File: src/rtl/cs_trgt_sync_pkg.sv
// rtl/cs_trgt_sync_pkg.sv - shared types, mode constants and index-width helper
package cs_trgt_sync_pkg;

  typedef enum logic [1:0] {
    IDLE = 2'd0,
    SEND = 2'd1,
    RECV = 2'd2,
    ERR  = 2'd3
  } state_t;

  localparam int MODE_PUT    = 0;
  localparam int MODE_GET    = 1;
  localparam int MODE_PUTGET = 2;

  // Index width that never collapses to zero bits for single-entry sets.
  function automatic int idx_w(input int n);
    return (n > 1) ? $clog2(n) : 1;
  endfunction

endpackage

File: src/rtl/cs_edge_sync.sv
// rtl/cs_edge_sync.sv - 2-flop synchroniser plus rising-edge detect for one mission clock
module cs_edge_sync (
  input  logic clk_i,
  input  logic rst_i,
  input  logic async_i,
  output logic rise_o
);

  // [0],[1] synchronise, [2] holds the previous synchronised level.
  logic [2:0] sh_q;

  always_ff @(posedge clk_i) begin
    if (rst_i) begin
      sh_q <= '0;
    end else begin
      sh_q <= {sh_q[1:0], async_i};
    end
  end

  assign rise_o = sh_q[1] & ~sh_q[2];

endmodule

File: src/rtl/cs_trgt_sync_ctrl.sv
// rtl/cs_trgt_sync_ctrl.sv - target-side co-simulation exchange controller
module cs_trgt_sync_ctrl
  import cs_trgt_sync_pkg::*;
#(
  parameter int N_CLK    = 4,
  parameter int N_CH     = 3,
  parameter int DATA_W   = 8,
  parameter int MODE     = 2,
  parameter int WDOG_MAX = 10000,
  localparam int DW      = DATA_W + 1,
  localparam int CLK_W   = idx_w(N_CLK),
  localparam int CH_W    = idx_w(N_CH),
  localparam int WD_W    = $clog2(WDOG_MAX + 1)
) (
  input  logic                 clk_i,
  input  logic                 rst_i,
  input  logic [N_CLK-1:0]     clk_h_i,
  output logic [N_CLK-1:0]     freeze_clk_o,
  input  logic [DW-1:0]        ul_data_i,
  output logic                 tx_valid_o,
  input  logic                 tx_ready_i,
  output logic [DW-1:0]        tx_data_o,
  output logic [CLK_W-1:0]     tx_clk_idx_o,
  input  logic                 rx_valid_i,
  output logic                 rx_ready_o,
  input  logic [CH_W-1:0]      rx_ch_i,
  input  logic [DW-1:0]        rx_data_i,
  input  logic                 rx_last_i,
  output logic [N_CH*DW-1:0]   dl_data_o,
  output logic [N_CH-1:0]      dl_upd_o,
  output logic                 busy_o,
  output logic                 wdog_err_o,
  output logic                 proto_err_o
);

  logic [N_CLK-1:0] rise, pending_q, done_mask, pend_kept, pending_nxt;
  logic [DW-1:0]    snap_q [N_CLK];
  logic [DW-1:0]    dl_q   [N_CH];
  state_t           state_q;
  logic [CLK_W-1:0] cur_q, sel;
  logic [WD_W-1:0]  wdog_q;
  logic             done, tx_hs, rx_hs, ch_ok;

  for (genvar k = 0; k < N_CLK; k++) begin : g_sync
    cs_edge_sync u_sync (
      .clk_i   (clk_i),
      .rst_i   (rst_i),
      .async_i (clk_h_i[k]),
      .rise_o  (rise[k])
    );
  end

  for (genvar c = 0; c < N_CH; c++) begin : g_dl
    assign dl_data_o[c*DW +: DW] = dl_q[c];
  end

  // tx_valid_o / rx_ready_o are high for the whole of SEND / RECV, so the
  // handshakes reduce to state plus the partner's signal.
  always_comb begin
    tx_hs       = (state_q == SEND) && tx_ready_i;
    rx_hs       = (state_q == RECV) && rx_valid_i;
    done        = ((MODE == MODE_PUT) && tx_hs) || (rx_hs && rx_last_i);
    done_mask   = '0;
    done_mask[cur_q] = done;
    pend_kept   = pending_q & ~done_mask;
    pending_nxt = pend_kept | rise;
    ch_ok       = int'(rx_ch_i) < N_CH;
    sel         = '0;
    for (int k = N_CLK - 1; k >= 0; k--) begin
      if (pending_q[k]) sel = CLK_W'(k);
    end
  end

  always_ff @(posedge clk_i) begin
    if (rst_i) begin
      state_q      <= IDLE;
      pending_q    <= '0;
      freeze_clk_o <= '0;
      cur_q        <= '0;
      wdog_q       <= '0;
      tx_valid_o   <= 1'b0;
      tx_data_o    <= '0;
      tx_clk_idx_o <= '0;
      rx_ready_o   <= 1'b0;
      busy_o       <= 1'b0;
      wdog_err_o   <= 1'b0;
      proto_err_o  <= 1'b0;
      dl_upd_o     <= '0;
      for (int k = 0; k < N_CLK; k++) snap_q[k] <= '0;
      for (int c = 0; c < N_CH; c++)  dl_q[c]   <= '0;
    end else begin
      dl_upd_o  <= '0;
      pending_q <= pending_nxt;
      if (state_q != ERR) freeze_clk_o <= pending_nxt;

      // A repeat edge on a still-pending clock is merged and flagged; the
      // snapshot is only taken for edges that open a new request.
      if (|(rise & pend_kept)) proto_err_o <= 1'b1;
      for (int k = 0; k < N_CLK; k++) begin
        if (rise[k] && !pend_kept[k]) snap_q[k] <= ul_data_i;
      end

      if (rx_hs) begin
        if (ch_ok) begin
          dl_q[rx_ch_i]     <= rx_data_i;
          dl_upd_o[rx_ch_i] <= 1'b1;
        end else begin
          proto_err_o <= 1'b1;
        end
      end

      case (state_q)
        IDLE: begin
          if (|pending_q) begin
            cur_q        <= sel;
            tx_clk_idx_o <= sel;
            busy_o       <= 1'b1;
            if (MODE == MODE_GET) begin
              state_q    <= RECV;
              rx_ready_o <= 1'b1;
            end else begin
              state_q    <= SEND;
              tx_valid_o <= 1'b1;
              tx_data_o  <= snap_q[sel];
            end
          end
        end
        SEND: begin
          if (tx_ready_i) begin
            tx_valid_o <= 1'b0;
            if (MODE == MODE_PUT) begin
              state_q <= IDLE;
              busy_o  <= 1'b0;
            end else begin
              state_q    <= RECV;
              rx_ready_o <= 1'b1;
            end
          end
        end
        RECV: begin
          if (rx_valid_i && rx_last_i) begin
            state_q    <= IDLE;
            rx_ready_o <= 1'b0;
            busy_o     <= 1'b0;
          end
        end
        ERR: ;
        default: state_q <= IDLE;
      endcase

      // Watchdog only runs while an exchange is waiting on the transport.
      if (state_q == SEND || state_q == RECV) begin
        if (tx_hs || rx_hs) begin
          wdog_q <= '0;
        end else if (wdog_q == WD_W'(WDOG_MAX - 1)) begin
          wdog_q     <= '0;
          wdog_err_o <= 1'b1;
          state_q    <= ERR;
          tx_valid_o <= 1'b0;
          rx_ready_o <= 1'b0;
        end else begin
          wdog_q <= wdog_q + 1'b1;
        end
      end else begin
        wdog_q <= '0;
      end
    end
  end

endmodule

File: config.mk
export PLATFORM = sky130hd
export DESIGN_NAME = cs_trgt_sync_ctrl
export DESIGN_NICKNAME = d
export VERILOG_FILES = /design/src/rtl/cs_trgt_sync_pkg.sv /design/src/rtl/cs_edge_sync.sv /design/src/rtl/cs_trgt_sync_ctrl.sv
export SDC_FILE = /design/constraint.sdc
export NUM_CORES = 1
export LEC_CHECK = 0
export CAP_MARGIN = 20
export CORE_MARGIN = 5
export CORE_UTILIZATION = 53
export DETAILED_ROUTE_END_ITERATION = 6
export GPL_TIMING_DRIVEN = 0
export PLACE_DENSITY = 0.84
export SETUP_SLACK_MARGIN = 0.05
export SYNTH_ARGS = -nofsm -noshare
export SYNTH_HDL_FRONTEND = slang
export SYNTH_HIERARCHICAL = 1
export SYNTH_SLANG_ARGS = --single-unit
File: constraint.sdc
create_clock -name clk_i -period 2.1 [get_ports clk_i]
set_clock_uncertainty 0.05 [all_clocks]
set_input_delay 0.63 -clock clk_i [delete_from_list [all_inputs] [get_ports clk_i]]
set_output_delay 0.63 -clock clk_i [all_outputs]
set_load 0.01 [all_outputs]
**Run 1: register map, names as in the netlist**

Scale bar: 20 µm. Other sequential cells in the stronger gray, the rest of the logic in the fainter gray.
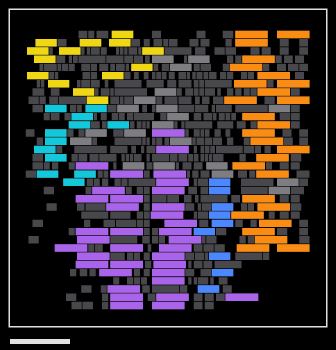
Key: cyan = g_sync.u_sync/sh_q [flops 12, where middle left]; blue = tx_data_o [flops 9]; purple = snap_q [flops 36]; orange = dl_q [flops 27]; yellow = wdog_q [flops 14, where upper left]
Seq. cell area: 0.00299 mm²
sequential cell area share: 47.1%

**Run 1: clock network drawn from the DEF**

Scale bar: 20 µm.
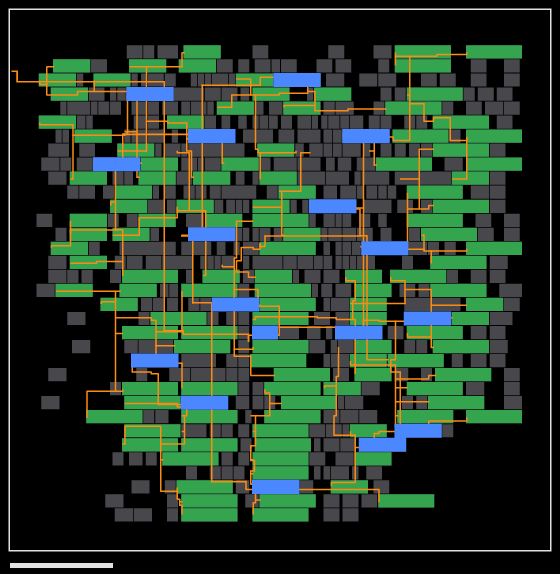
Key: orange = clock wires [length 1450 µm]; blue = clock drivers [count 17]; green = flip-flops [count 118]
Position of the flops: spread over the die.
P_clk: 2.99 mW
clock share of power: 48.4%
Latency at later pin: 0.53 ns

**Run 1: cell classes on the final placement**

Scale bar: 20 µm.
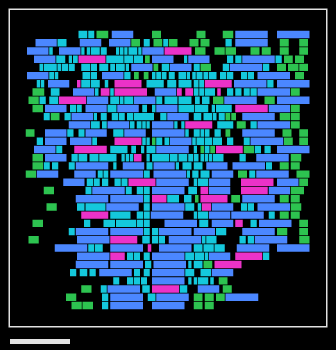
Key: green = other buffers and delay cells [cells 90]; magenta = clock drivers and dummy loads [cells 32]; cyan = combinational and other logic [cells 268]; blue = flops [cells 118]
utilization after layout: 72.9%
Core Footprint: 0.00872 mm²

## run 1: critical path, cell delays in order
cell and delay [ns]:
clkdlybuf4s15_2 0.50, clkbuf_2 0.38, clkbuf_2 0.34, o21bai_4 0.25
## run 1: cells in the mapped netlist (all sizes together), types with 2 or more instances
library cell	instances	area, µm²
and2	64	409
edfxtp	63	1890
dfxtp	55	1100
nor2	27	101
nor2b	22	148
nand2	17	63.8
nor3	13	75.1
inv	11	41.3
a32o	9	90.1
o22a	9	78.8
o22ai	9	56.3
xor2	9	78.8
clkbuf	7	26.3
a21oi	6	30.0
ha	6	75.1
nand4	6	37.5
o21ai	6	30.0
o21bai	6	45.0
buf	5	28.8
nand3	5	25.0
o21a	4	30.0
and4	3	26.3
nand2b	3	18.8
nor4b	3	26.3
or2	3	18.8
xnor2	3	26.3
a221oi	2	17.5
and3	2	12.5
nor4	2	12.5
o31ai	2	15.0
or3	2	12.5
## run 1: state kept, by name, indices dropped and copies added (netlist names), 2 cells and up
register            count
snap_q                 36
dl_q                   27
wdog_q                 14
g_sync.u_sync/sh_q     12
tx_data_o               9
freeze_clk_o            4
pending_q               4
dl_upd_o                3
cur_q                   2
state_q                 2
## run 1: path summary, 6_finish.rpt
check,startpoint,to,slack (ns),cells after the start
max,rst_i,snap_q[3][3]$_SDFFCE_PN0P_,0.12,4
min,g_sync[2].u_sync/sh_q[0]$_SDFF_PP0_,g_sync[2].u_sync/sh_q[1]$_SDFF_PP0_,0.38,1
max reg2reg,state_q[0]$_SDFF_PP0_,wdog_q[3]$_SDFF_PP0_,0.13,8
min reg2reg,g_sync[2].u_sync/sh_q[0]$_SDFF_PP0_,g_sync[2].u_sync/sh_q[1]$_SDFF_PP0_,0.38,1
## run 1: final cells by class
| class | instances | area, µm² | area share [%] |
|---|---|---|---|
| Sequential cell | 118 | 2990 | 47.1 |
| Multi-Input combinational cell | 256 | 1780 | 28.0 |
| Timing Repair Buffer | 78 | 727 | 11.4 |
| Clock buffer | 20 | 435 | 6.85 |
| Clock inverter | 12 | 176 | 2.78 |
| Tap cell | 108 | 135 | 2.13 |
| Buffer | 12 | 62.6 | 0.985 |
| Inverter | 12 | 45.0 | 0.709 |
## run 1: stage by stage
| stage | setup TNS [ns] | hold WS, ns | total power [mW] | cell area, µm² | cells |
|---|---|---|---|---|---|
| detailed placement | -117.95 | 0.372 | 3.23 | 5670 | 582 |
| floorplan | 0 | 0.364 | 2.95 | 4750 | 396 |
| global route | -0.00918 | 0.409 | 6.37 | 6350 | 616 |
| finish | 0 | 0.383 | 6.18 | 6350 | 616 |
| CTS | 0 | 0.385 | 6.15 | 6250 | 614 |
| global placement | -114.81 | 0.367 | 3.21 | 5670 | 582 |
## run 1: metal layers
layer  global-route usage [%]  up-vias  share of wire (%)
li1                         -     1632                  -
met4                     8.86        0                3.1
met5                        0        -                  0
met2                     33.7      158                 51
met1                     24.5     1676                 40
met3                     6.10       30                6.0
## run 1: power groups by stage
stage,registers (mW),clock network (mW),logic (mW)
floorplan,2.68,0,0.274
global placement,2.66,0,0.552
detailed placement,2.67,0,0.564
CTS,2.62,2.99,0.540
global route,2.63,3.12,0.616
finish,2.62,2.99,0.568
==> job_summary.md, run 1 <==
## Synthesis and layout report

| Metric | Value |
|---|---|
| Run status | `complete, no violations` |
| Filler cells | `556` |
| Async S/R FF share, synth | `0%` |
| GP Congestion | `0.832` |
| Post-Place Worst Slack | `-1.27 ns` |
| Initial Util | `54.5%` |
| CP endpoint kind | `flip-flop` |
| Yosys chip area | `0.00475 mm²` |
| Global-route wire length before repair | `17700 µm` |
| Port bufs | `78` |
| Leakage | `2.57 nW` |
| Mux area share | `0%` |
| Clk pin slew, worst setup/hold paths | `0.05 ns` |
| Worst slew margin | `60.4%` |
| Period utilization | `94.1%` |
| Die width | `105 µm` |
| WS Path Type | `input port to flip-flop` |
| Layout area overhead | `33.7%` |
| Yosys Instances | `396` |
| Vias/cell | `5.68` |
| 1st-iter DRT viols | `211` |
| DRT antenna net count | `0` |
| RSZ-0062 raised after global routing | `yes` |
| Maxcap violations | `0` |
| Post-synthesis net count | `431` |
| Ys flops | `118` |
| Simple-gate area share of the yosys netlist | `21.5%` |
| DRC viols | `0` |
| Commonest Layout Cell | `edfxtp_1` |
| Post-CTS Resized | `58` |
| Setup bufs post-CTS | `0` |
| Dominant comb cell | `simple AND/OR/NAND/NOR gates` |
| All-Layer GR Usage | `20.3%` |
| Peak supply drop | `632 µV` |
| YS warnings | `6` |
| Syn Area/Cell | `12.0 µm²` |
| Worst Setup Slack, final | `0.123 ns` |
| XORs/XNORs by Area | `2.21%` |
| Worst Setup Start Kind | `input port` |
| Fin. Hold Viols | `0` |
| Number of CTS-inserted buffers | `17` |
| Synthesized area | `0.00475 mm²` |
| Hold Buf Count CTS | `0` |
| Fin nets | `530` |
| Worst min path class | `flip-flop to flip-flop` |
| Post-DP HPWL | `7030 µm` |
| Vias in the first global route | `3505` |
| Rows | `34` |
| Initial antenna violation count | `0` |
| Adder share | `1.58%` |
| WL final | `11400 µm` |
| Sw frac | `23.0%` |
| AND-OR/OR-AND Cells, Area Fraction | `9.66%` |
| Crit Path Max Fanout | `19` |
| Seq share, synth | `63.0%` |
| Top logic cells by instance count in the layout | `edfxtp_1, and2_1, dfxtp_1` |
| Die height | `105 µm` |
**Run 1: routing congestion map**

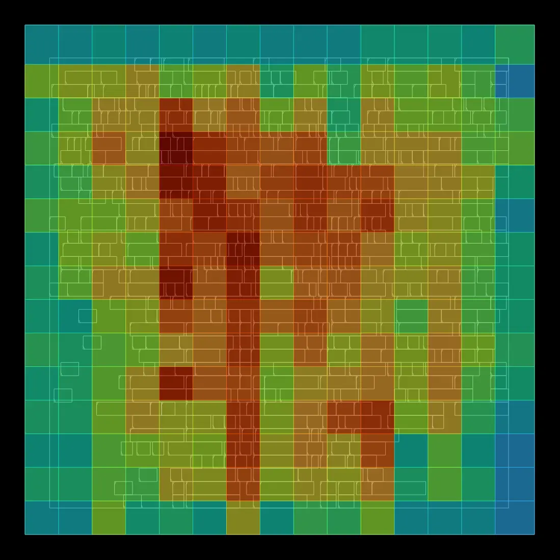

## Run 2: what changed since run 1
- GPL_TIMING_DRIVEN: 0 -> default
- SKIP_LAST_GASP: default -> 1
**Run 2: routing congestion map**

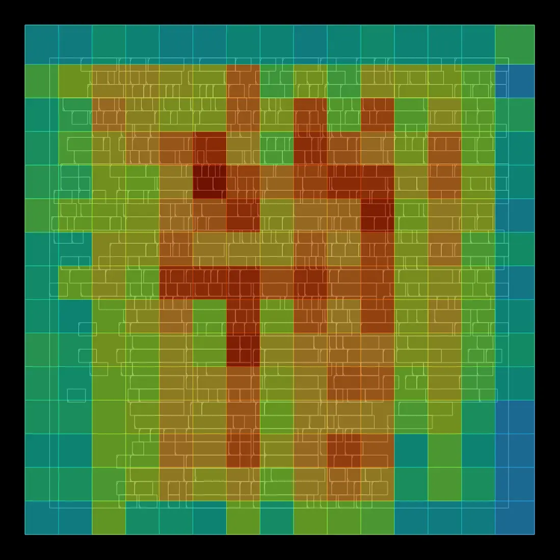
M2 GR Usage: 34.7%
gr busiest metal: met2
DR WL/cell: 17.2 µm

**Run 2: register map, names as in the netlist**

Scale bar: 20 µm. Other sequential cells in the stronger gray, the rest of the logic in the fainter gray.
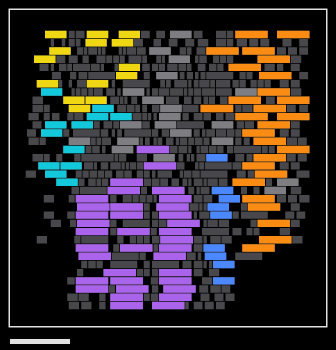
Key: cyan = g_sync.u_sync/sh_q [flops 12]; purple = snap_q [flops 36]; blue = tx_data_o [flops 9]; orange = dl_q [flops 27]; yellow = wdog_q [flops 14, where upper left]
Another 20 sequential cells are not colored.
sequential cell area share: 47.1%
seq pwr: 2.62 mW

==> job_summary.md, run 2 <==
## Synthesis and layout report

| Metric | Value |
|---|---|
| Crit path max-delay family | `buffers and inverters` |
| Number of CTS-inserted buffers | `17 (unchanged)` |
| Sw frac | `23.6% (+0.67 points)` |
| Critical path's slowest cell | `clkdlybuf4s50_1` |
| Leakage | `2.61 nW (+1.8%)` |
| YS warnings | `6 (unchanged)` |
| Die height | `105 µm (unchanged)` |
| Yosys top cell by instances | `edfxtp_1` |
| Peak supply drop | `637 µV (+0.91%)` |
| Fmax | `496 MHz` |
| Core Footprint | `0.00872 mm² (unchanged)` |
| Rows | `34 (unchanged)` |
| Vias/cell | `5.49 (-3.3%)` |
| Global-route wire length before repair | `18000 µm (+1.8%)` |
| DRC viols | `0 (unchanged)` |
| GP Congestion | `0.880 (+5.8%)` |
| Ys flops | `118 (unchanged)` |
| Commonest Layout Cell | `edfxtp_1` |
| Clock share of power | `46.6% (-1.8 points)` |
| Syn Area/Cell | `12.0 µm² (unchanged)` |
| WS Path Type | `flip-flop to output pin` |
| Largest Register | `snap_q` |
| Fin. Hold Viols | `0 (unchanged)` |
| Top logic cells by instance count in the layout | `edfxtp_1, and2_1, dfxtp_1` |
| DRT antenna net count | `0 (unchanged)` |
| Worst Setup Start Kind | `flip-flop` |
| 1st-iter DRT viols | `163 (-23%)` |
| ANT cells | `0` |
| Worst slew margin | `59.2% (-1.2 points)` |
| Largest register FFs | `36 (unchanged)` |
| Least-Margin Pin Slew | `0.605 ns` |
| Final cell count without fillers | `629 (+2.1%)` |
| Die width | `105 µm (unchanged)` |
| Area leader share | `39.8% (unchanged)` |
| Run status | `complete, no violations` |
| Slowest stage delay, CP | `0.53 ns (+0.03 ns)` |
| Critical path arrival | `1.34 ns` |
| Top cells by count | `edfxtp_1, and2_1, dfxtp_1` |
| Yosys chip area | `0.00475 mm² (unchanged)` |
| Initial antenna violation count | `0 (unchanged)` |
| Crit path buf inv count | `1 (-2)` |
| Yosys top cell by area | `edfxtp_1` |
| Hold Buf Count CTS | `0 (unchanged)` |
| Yosys Instances | `396 (unchanged)` |
| Layout area overhead | `33.8% (about the same)` |
| Latency at later pin | `0.51 ns (-0.02 ns)` |
| Setup bufs post-CTS | `0 (unchanged)` |
| CTS sink cnt | `118` |
| Cells after DPL | `597 (+2.6%)` |
| Worst min path class | `flip-flop to flip-flop` |
| Period utilization | `96.0% (+1.9 points)` |
| Vias in the first global route | `3530 (+0.71%)` |
| Maxcap violations | `0 (unchanged)` |
| Clk pin slew, worst setup/hold paths | `0.06 ns (about the same)` |
| Top cells by area | `edfxtp_1, dfxtp_1, and2_1, nor2b_1, nor2_1` |
| CP cell instances | `clkdlybuf4s50_1` |
| Async S/R FF share, synth | `0% (unchanged)` |
| Synthesized area | `0.00475 mm² (unchanged)` |
| RSZ-0062 raised after global routing | `no` |
| CP endpoint kind | `output pin` |
| Post-synthesis net count | `431 (unchanged)` |
| WL final | `10800 µm (-5.2%)` |
| All-Layer GR Usage | `20.5% (+0.21 points)` |
| Crit Path Max Fanout | `1 (-18)` |
| CTS Buffer Depth | `2` |
| Initial Util | `54.5% (unchanged)` |
| Worst hold slack | `0.391 ns (+0.00821 ns)` |
| Seq share, synth | `63.0% (unchanged)` |
| Post-Place Worst Slack | `-0.245 ns (+1.03 ns)` |
| Worst Setup Slack, final | `0.0831 ns (-0.0401 ns)` |
| Post-DP HPWL | `7310 µm (+3.9%)` |
| Fin nets | `543 (+2.5%)` |
| Port bufs | `78 (unchanged)` |
| Biggest regs | `snap_q: 36 flops, dl_q: 27 flops, wdog_q: 14 flops` |
==> run 2: worst paths after layout <==
kind	start	slack (ns)	depth (start not counted)	endpoint
max reg2reg	state_q[0]$_SDFF_PP0_	0.16	5	dl_q[1][7]$_SDFFCE_PN0P_
max	dl_upd_o[2]$_SDFF_PP0_	0.08	1	dl_upd_o[2]
min reg2reg	g_sync[1].u_sync/sh_q[0]$_SDFF_PP0_	0.39	1	g_sync[1].u_sync/sh_q[1]$_SDFF_PP0_
min	g_sync[1].u_sync/sh_q[0]$_SDFF_PP0_	0.39	1	g_sync[1].u_sync/sh_q[1]$_SDFF_PP0_
==> run 2: kinds of logic after synthesis <==
group / synth area share, %
AND/OR/NAND/NOR: 21.5
flip-flops: 63.0
AND-OR/OR-AND: 9.66
buffers and inverters: 2.11
XOR/XNOR: 2.21
adder cells (fa/ha/maj): 1.58
==> run 2: final cells by class <==
class	count	area, µm²
fill	570	2360
timing repair buffer	105	926
inverter	12	45.0
clock inverter	12	111
sequential	118	2990
clock buffer	20	478
tap	108	135
multi-input combinational	254	1670
==> run 2: routing by layer <==
| metal | track usage [%] | share of wire (%) |
|---|---|---|
| met3 | 5.73 | 7.0 |
| met5 | 0 | 0 |
| met1 | 25.2 | 42 |
| met4 | 7.21 | 1.9 |
| met2 | 34.7 | 49 |
==> run 2: through the flow <==
step / util, % / power [mW] / TNS (ns) / instance area, µm²
after floorplan: - / 2.95 / 0 / 4750
after global placement: 66.7 / 3.24 / -16.99 / 5820
after detailed placement: 66.7 / 3.26 / -22.93 / 5820
after CTS: 72.8 / 6.01 / 0 / 6340
after global routing: 72.9 / 6.19 / 0 / 6360
final: 72.9 / 5.99 / 0 / 6360
==> run 2: what timing repair did <==
action,4_1_cts,5_1_grt
hold endpoints to repair,0,0
setup endpoints to repair,48,51
gates resized,48,4
==> run 2: power groups by stage <==
stage / combinational, mW / clock, mW / sequential (mW)
4_1_cts: 0.573 / 2.82 / 2.62
3_5_place_dp: 0.598 / 0 / 2.67
2_1_floorplan: 0.274 / 0 / 2.68
6_report: 0.576 / 2.79 / 2.62
5_1_grt: 0.627 / 2.93 / 2.63
3_3_place_gp: 0.580 / 0 / 2.66
Power figures rest on the tool's default switching activity, not on a simulated workload.
